Fig. 1: placed cells, one color a class
Scale bar: 20 um.
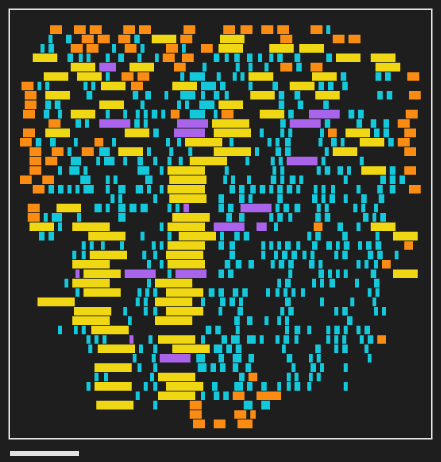
Fig. 2: selected gate families
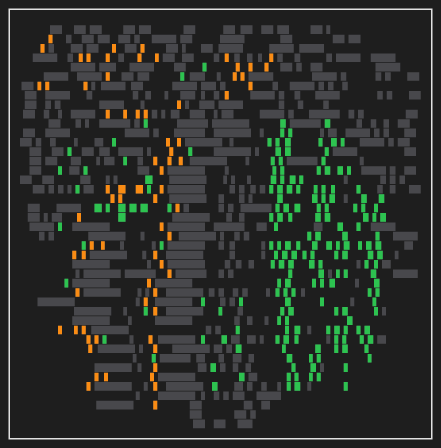
Fig. 3: sequential cells colored by netlist name
Scale bar: 20 um. Other sequential cells in the stronger gray, the rest of the logic in the fainter gray.
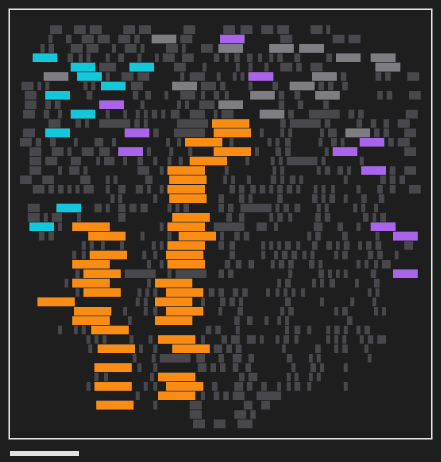
Fig. 4: metal layers overlaid
Scale bar: 20 um. Two of the layers only.
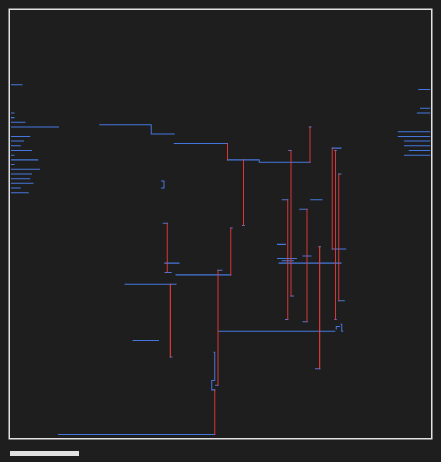
Fig. 5: routing congestion map
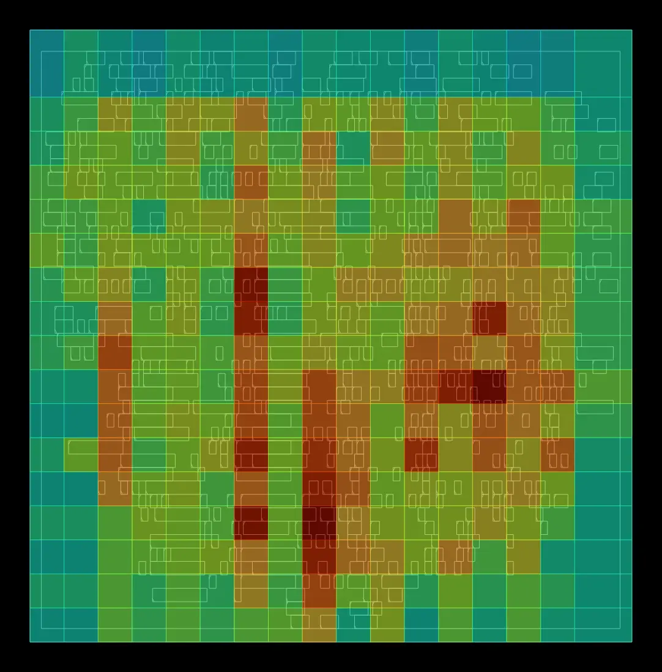
--- config.mk ---
export PLATFORM = sky130hd
export DESIGN_NAME = alu_issue_stage
export DESIGN_NICKNAME = d
export VERILOG_FILES = /design/src/rtl/alu_pkg.sv /design/src/rtl/alu_regfile.sv /design/src/rtl/alu_issue_stage.sv
export SDC_FILE = /design/constraint.sdc
export NUM_CORES = 1
export LEC_CHECK = 0
export ABC_AREA = 1
export CAP_MARGIN = 40
export CELL_PAD_IN_SITES_DETAIL_PLACEMENT = 1
export CELL_PAD_IN_SITES_GLOBAL_PLACEMENT = 2
export CORE_AREA = 2 2 120 122
export DETAILED_ROUTE_END_ITERATION = 8
export DIE_AREA = 0 0 122 124
export PLACE_DENSITY = 0.77
export SYNTH_ARGS = -nofsm -noshare
export SYNTH_HDL_FRONTEND = slang
export SYNTH_SLANG_ARGS = --single-unit
--- constraint.sdc ---
create_clock -name clk -period 2.25 [get_ports clk]
set_input_delay 0.225 -clock clk [delete_from_list [all_inputs] [get_ports clk]]
set_output_delay 0.225 -clock clk [all_outputs]
set_load 0.01 [all_outputs]
--- src/rtl/alu_pkg.sv ---
// Shared definitions for the ALU issue stage: op codes, FSM states,
// instruction field positions and default sizing.
package alu_pkg;

    localparam int DEF_DATA_W = 5;
    localparam int DEF_REG_N  = 8;

    localparam logic [1:0] OP_AND = 2'b00;
    localparam logic [1:0] OP_XOR = 2'b01;
    localparam logic [1:0] OP_ADD = 2'b10;
    localparam logic [1:0] OP_SUB = 2'b11;

    // Instruction layout: [10:9] op, [8:6] rd, [5:3] rs, [2:0] rt
    localparam int OP_MSB = 10;
    localparam int OP_LSB = 9;
    localparam int RD_MSB = 8;
    localparam int RD_LSB = 6;
    localparam int RS_MSB = 5;
    localparam int RS_LSB = 3;
    localparam int RT_MSB = 2;
    localparam int RT_LSB = 0;

    typedef enum logic [1:0] {
        IDLE = 2'd0,
        READ = 2'd1,
        EXEC = 2'd2,
        WB   = 2'd3
    } state_e;

endpackage

--- src/rtl/alu_regfile.sv ---
// Register file for the ALU issue stage: REG_N x DATA_W, two operand read
// ports plus a debug read port, one synchronous write port, sync reset to 0.
module alu_regfile
    import alu_pkg::*;
#(
    parameter int DATA_W = DEF_DATA_W,
    parameter int REG_N  = DEF_REG_N,
    parameter int AW     = $clog2(REG_N)
) (
    input  logic              clk,
    input  logic              rst,
    input  logic              we_i,
    input  logic [AW-1:0]     waddr_i,
    input  logic [DATA_W-1:0] wdata_i,
    input  logic [AW-1:0]     raddr_a_i,
    output logic [DATA_W-1:0] rdata_a_o,
    input  logic [AW-1:0]     raddr_b_i,
    output logic [DATA_W-1:0] rdata_b_o,
    input  logic [AW-1:0]     dbg_addr_i,
    output logic [DATA_W-1:0] dbg_data_o
);

    logic [DATA_W-1:0] mem_q [REG_N];

    // Storage: clear every entry on reset, otherwise single-port write
    always_ff @(posedge clk) begin
        if (rst) begin
            for (int unsigned i = 0; i < REG_N; i++) begin
                mem_q[i] <= '0;
            end
        end else if (we_i) begin
            mem_q[waddr_i] <= wdata_i;
        end
    end

    assign rdata_a_o  = mem_q[raddr_a_i];
    assign rdata_b_o  = mem_q[raddr_b_i];
    assign dbg_data_o = mem_q[dbg_addr_i];

endmodule

--- src/rtl/alu_issue_stage.sv ---
// ALU issue stage: accepts one instruction at a time, reads operands,
// drives the external ALU, captures its result and writes it back.
// Optional feature: define OVF_STICKY_EN to enable the sticky overflow flag.
module alu_issue_stage
    import alu_pkg::*;
#(
    parameter int DATA_W = DEF_DATA_W,
    parameter int REG_N  = DEF_REG_N,
    parameter int AW     = $clog2(REG_N),
    parameter int IW     = 2 + 3 * AW
) (
    input  logic                clk,
    input  logic                rst,
    input  logic                instr_valid,
    output logic                instr_ready,
    input  logic [IW-1:0]       instr,
    input  logic                host_we,
    input  logic [AW-1:0]       host_addr,
    input  logic [DATA_W-1:0]   host_data,
    input  logic [AW-1:0]       dbg_addr,
    output logic [DATA_W-1:0]   dbg_data,
    output logic [DATA_W-1:0]   alu_a,
    output logic [DATA_W-1:0]   alu_b,
    output logic [1:0]          alu_control,
    input  logic [2*DATA_W-1:0] alu_result,
    input  logic                alu_zflag,
    output logic                done,
    output logic [2*DATA_W-1:0] done_result,
    output logic                done_zflag,
    output logic                busy,
    output logic                ovf_sticky,
    input  logic                ovf_clr
);

    state_e              state_q, state_d;
    logic [IW-1:0]       instr_q;
    logic [DATA_W-1:0]   alu_a_q, alu_b_q;
    logic [1:0]          alu_ctrl_q;
    logic [2*DATA_W-1:0] res_q;
    logic                zf_q;
    logic                done_q;
    logic                ovf_q;

    logic [AW-1:0]       rd, rs, rt;
    logic [DATA_W-1:0]   rdata_a, rdata_b;
    logic                rf_we;
    logic [AW-1:0]       rf_waddr;
    logic [DATA_W-1:0]   rf_wdata;

    assign rd = instr_q[RD_MSB:RD_LSB];
    assign rs = instr_q[RS_MSB:RS_LSB];
    assign rt = instr_q[RT_MSB:RT_LSB];

    // Host preload only lands in IDLE; writeback owns the port in WB
    assign rf_we    = (state_q == IDLE && host_we) || (state_q == WB);
    assign rf_waddr = (state_q == WB) ? rd : host_addr;
    assign rf_wdata = (state_q == WB) ? res_q[DATA_W-1:0] : host_data;

    alu_regfile #(
        .DATA_W (DATA_W),
        .REG_N  (REG_N),
        .AW     (AW)
    ) u_regfile (
        .clk        (clk),
        .rst        (rst),
        .we_i       (rf_we),
        .waddr_i    (rf_waddr),
        .wdata_i    (rf_wdata),
        .raddr_a_i  (rs),
        .rdata_a_o  (rdata_a),
        .raddr_b_i  (rt),
        .rdata_b_o  (rdata_b),
        .dbg_addr_i (dbg_addr),
        .dbg_data_o (dbg_data)
    );

    // State register
    always_ff @(posedge clk) begin
        if (rst) state_q <= IDLE;
        else     state_q <= state_d;
    end

    // Next-state: fixed IDLE -> READ -> EXEC -> WB -> IDLE sequence
    always_comb begin
        state_d = state_q;
        case (state_q)
            IDLE:    if (instr_valid) state_d = READ;
            READ:    state_d = EXEC;
            EXEC:    state_d = WB;
            WB:      state_d = IDLE;
            default: state_d = IDLE;
        endcase
    end

    // Datapath registers: instruction latch, operands, result capture, done pulse
    always_ff @(posedge clk) begin
        if (rst) begin
            instr_q    <= '0;
            alu_a_q    <= '0;
            alu_b_q    <= '0;
            alu_ctrl_q <= '0;
            res_q      <= '0;
            zf_q       <= 1'b0;
            done_q     <= 1'b0;
            ovf_q      <= 1'b0;
        end else begin
            // done is registered, so it is raised on entry to WB
            done_q <= (state_d == WB);
            case (state_q)
                IDLE: if (instr_valid) instr_q <= instr;
                READ: begin
                    alu_a_q    <= rdata_a;
                    alu_b_q    <= rdata_b;
                    alu_ctrl_q <= instr_q[OP_MSB:OP_LSB];
                end
                EXEC: begin
                    res_q <= alu_result;
                    zf_q  <= alu_zflag;
                end
                default: ;
            endcase
`ifdef OVF_STICKY_EN
            if (ovf_clr)
                ovf_q <= 1'b0;
            else if (state_q == WB && res_q[2*DATA_W-1:DATA_W] != '0)
                ovf_q <= 1'b1;
`endif
        end
    end

`ifndef OVF_STICKY_EN
    logic unused_ovf_clr;
    assign unused_ovf_clr = ovf_clr;
`endif

    assign instr_ready = (state_q == IDLE);
    assign busy        = (state_q != IDLE);
    assign alu_a       = alu_a_q;
    assign alu_b       = alu_b_q;
    assign alu_control = alu_ctrl_q;
    assign done        = done_q;
    assign done_result = res_q;
    assign done_zflag  = zf_q;
    assign ovf_sticky  = ovf_q;

endmodule

==> deck_impl_summary.md <==
Flow Results at a Glance

Outcome
  – Status: complete, no violations

GRT
  – First-pass GRT wire length: 20100 um
  – Top Usage Layer GRT: met2
  – GRT overflow: 0
  – Largest net degree at the start of global routing: 44
  – M3 GR Usage: 0.0321
  – Initial antenna violation count: 0
  – Grt met2 use: 0.297

Synth
  – Synthesized instance count: 550
  – Unique masters post-synth: 21
  – Synthesized chip area reported by yosys: 0.00407 sq mm
  – Mean Syn Cell Area: 7.40 sq um
  – Post-Syn Nets: 593
  – Synth top area cells: edfxtp_1 30%, dfxtp_1 18%, nand2_1 11%, nand3_1 8.0%, o21ai_0 6.8%
  – Synthesis Warnings: 0
  – Top-area cell share: 0.295
  – Area of the mapped netlist: 0.00407 sq mm
  – Synth Seq Share: 0.477
  – Cell type with the largest total area: edfxtp_1

Die
  – Top Ports: 70
  – CORE AREA: 0.0137 sq mm
  – Core Util at FP: 0.297
  – # rows: 43
  – Chip area: 0.0151 sq mm

Clock network
  – TritonCTS clock tree: built
  – Root Buffer: clkbuf_16
  – Late-Pin Clk Latency: 0.33 ns
  – Clk sinks: 77
  – Postcts setup bufs: 0
  – Total CTS buffers: 9
  – Longest Clk Path Bufs: 2

Place
  – Placement Cell Area: 0.00492 sq mm
  – Port bufs: 67
  – GP Congestion: 0.806
  – Worst slack, placed: -0.0432 ns
  – DP HPWL: 9890 um

Pwr
  – Net switching power: 1.93 mW
  – Reg power frac: 0.359
  – Sw Share: 0.358
  – VDD IR max: 0.379 mV
  – Pwr dens: 1030 mW/mm^2
  – Clk pwr share: 0.274
  – Logic pwr share: 0.367

Detailed routing
  – DRC: 0
  – Drt first pass iters: 4
  – Via count: 3796
  – Final wirelength: 13100 um
  – Vias per cell: 4.76

Timing
  – Skew final: 0.00442 ns
  – Highest Clock Rate: 489 MHz
  – Max-slew violation count: 0
  – Max_slew headroom: 0.562
  – Final setup fails: 0
  – Hold Fails Final Rpt: 0
  – Final setup margin: 0.207 ns
  – Final min period: 2.04 ns
  – RSZ-0062 raised after global routing: no
  – Crit share post-route: 0.908

Job
  – Tool warnings: 31
  – Max Cap Viol: 0

Worst setup path
  – Crit path cell chain: inv_1, a21oi_1, o21ai_0, nand3_1, o21a_1, clkdlybuf4s50_1
  – Buffers and inverters on the worst path: 2
  – Top delay family on crit path: buffers and inverters
  – Crit path DAT: 1.82 ns
  – CP startpoint kind: flop
  – CP max stage cell: clkdlybuf4s50_1
  – Worst Path Max Fanout: 3
  – Crit. End Element: output pin

Cells and area
  – Layout cells sized above 1: 0.0729
  – Nets: 655
  – Top cells excl fill/tap: 115 x nand2_1, 70 x nor2_1, 65 x inv_1, 65 x nand3_1, 65 x clkdlybuf4s50_1
  – Area Overhead vs Synth: 29.1%
  – N_diodes: 0
  – Fin util: 0.383
-- Fig. 1 (at the start) --
Yellow marks sequential cells, cells 77, share of their area 39%. Purple marks clock drivers and dummy loads, cells 16, share of their area 6.2%. Orange marks remaining buffers and delay cells, cells 76, share of their area 15%. Cyan marks remaining logic cells, cells 448, share of their area 40%.

-- Fig. 2 (at the start) --
Green marks nand cells, cells 186, most used nand2_1. Orange marks nor cells, cells 72, most used nor2_1.
Top cell excl fill/tap: nand2_1
combinational share of cell area: 0.332
Final Non-Filler Cells: 797

-- Fig. 3 (at the start) --
Purple marks instr_q, sequential cells 11. Orange marks u_regfile.mem_q, sequential cells 40. Cyan marks done_result, sequential cells 10, where top left.
Another 16 sequential cells are not colored.

-- Fig. 4 (at the start) --
Blue marks M3, wire length 399 um. Red marks M4, wire length 389 um.

-- Fig. 5 (at the start) --
total track usage: 0.178
post-DR wirelength/cell: 16.5 um

synth_stat cells:
library cell / instances
a21oi_1: 43
and2b_4: 1
buf_2: 8
buf_4: 1
buf_6: 1
clkbuf_1: 18
clkinv_1: 2
conb_1: 1
dfxtp_1: 37
edfxtp_1: 40
ha_1: 5
inv_1: 66
nand2_1: 115
nand2_2: 6
nand3_1: 65
nor2_1: 70
nor2_2: 2
o21a_1: 5
o21ai_0: 55
o21ai_1: 2
o21ai_2: 7
power by group through the flow:
stage / Sequential [mW] / Combinational, mW / Clock, mW
3_3_place_gp: 1.96 / 1.97 / 0
4_1_cts: 1.94 / 2.02 / 1.50
2_1_floorplan: 1.98 / 1.12 / 0
5_1_grt: 1.97 / 2.21 / 1.56
6_report: 1.94 / 1.98 / 1.48
3_5_place_dp: 1.97 / 2.01 / 0
cells by family after synthesis:
| group | count (synthesis) | synth area share |
|---|---|---|
| compound gates | 112 | 0.147 |
| other cells | 1 | 0.000922 |
| fa+ha+maj | 5 | 0.0154 |
| buf+inv | 96 | 0.0938 |
| simple gates | 259 | 0.265 |
| flops | 77 | 0.477 |
layer usage:
layer  share of wire  vias to the layer above
met5               0                        -
met4           0.030                        0
met3           0.030                       30
met2            0.48                       85
met1            0.46                     1773
li1                -                     1908
registers in the layout (all words and copies together), names as in the netlist:
register and flops:
alu_a 5, alu_b 5, alu_control 2, done 1
done_result 10, done_zflag 1, instr_q 11, state_q 2
u_regfile.mem_q 40
final timing paths:
path | endpoint | slack, ns | start | depth (start not counted)
worst max-delay path | dbg_data[3] | 0.21 | u_regfile.mem_q[1][3] | 6
worst min-delay path | instr_q[7] | 0.46 | instr_q[7] | 2
worst max register to register | u_regfile.mem_q[7][2] | 0.35 | state_q[0] | 7
worst min register to register | instr_q[7] | 0.46 | instr_q[7] | 2
layout make-up:
| cell class | instances | area (sq um) |
|---|---|---|
| Fill cell | 1671 | 8470 |
| Sequential cell | 77 | 1940 |
| Multi-Input combinational cell | 377 | 1750 |
| Timing Repair Buffer | 76 | 748 |
| Clock buffer | 14 | 297 |
| Inverter | 68 | 263 |
| Tap cell | 180 | 225 |
| Timing Repair inverter | 3 | 20.0 |
| Clock inverter | 2 | 13.8 |
stage by stage:
step / setup TNS [ns] / hold WS, ns
final: 0 / 0.458
after floorplan: 0 / 0.296
after detailed placement: -0.172 / 0.458
after global routing: 0 / 0.498
after global placement: -0.00673 / 0.446
after CTS: 0 / 0.465
repair_timing:
| action | CTS | global route |
|---|---|---|
| pin swaps | 0 | 0 |
| cloned | 2 | 1 |
| gates resized | 4 | 4 |
| setup endpoints to repair | 5 | 5 |
| hold buffers | 0 | 0 |
worst register-to-register path, stage by stage (launching register included):
cell and delay (ns):
dfxtp_1 0.39, ha_1 0.37, nand2_1 0.11, o21ai_2 0.09, inv_1 0.08, nor2_1 0.20
nand2_2 0.15, nand2_1 0.20
Power figures rest on the tool's default switching activity, not on a simulated workload.
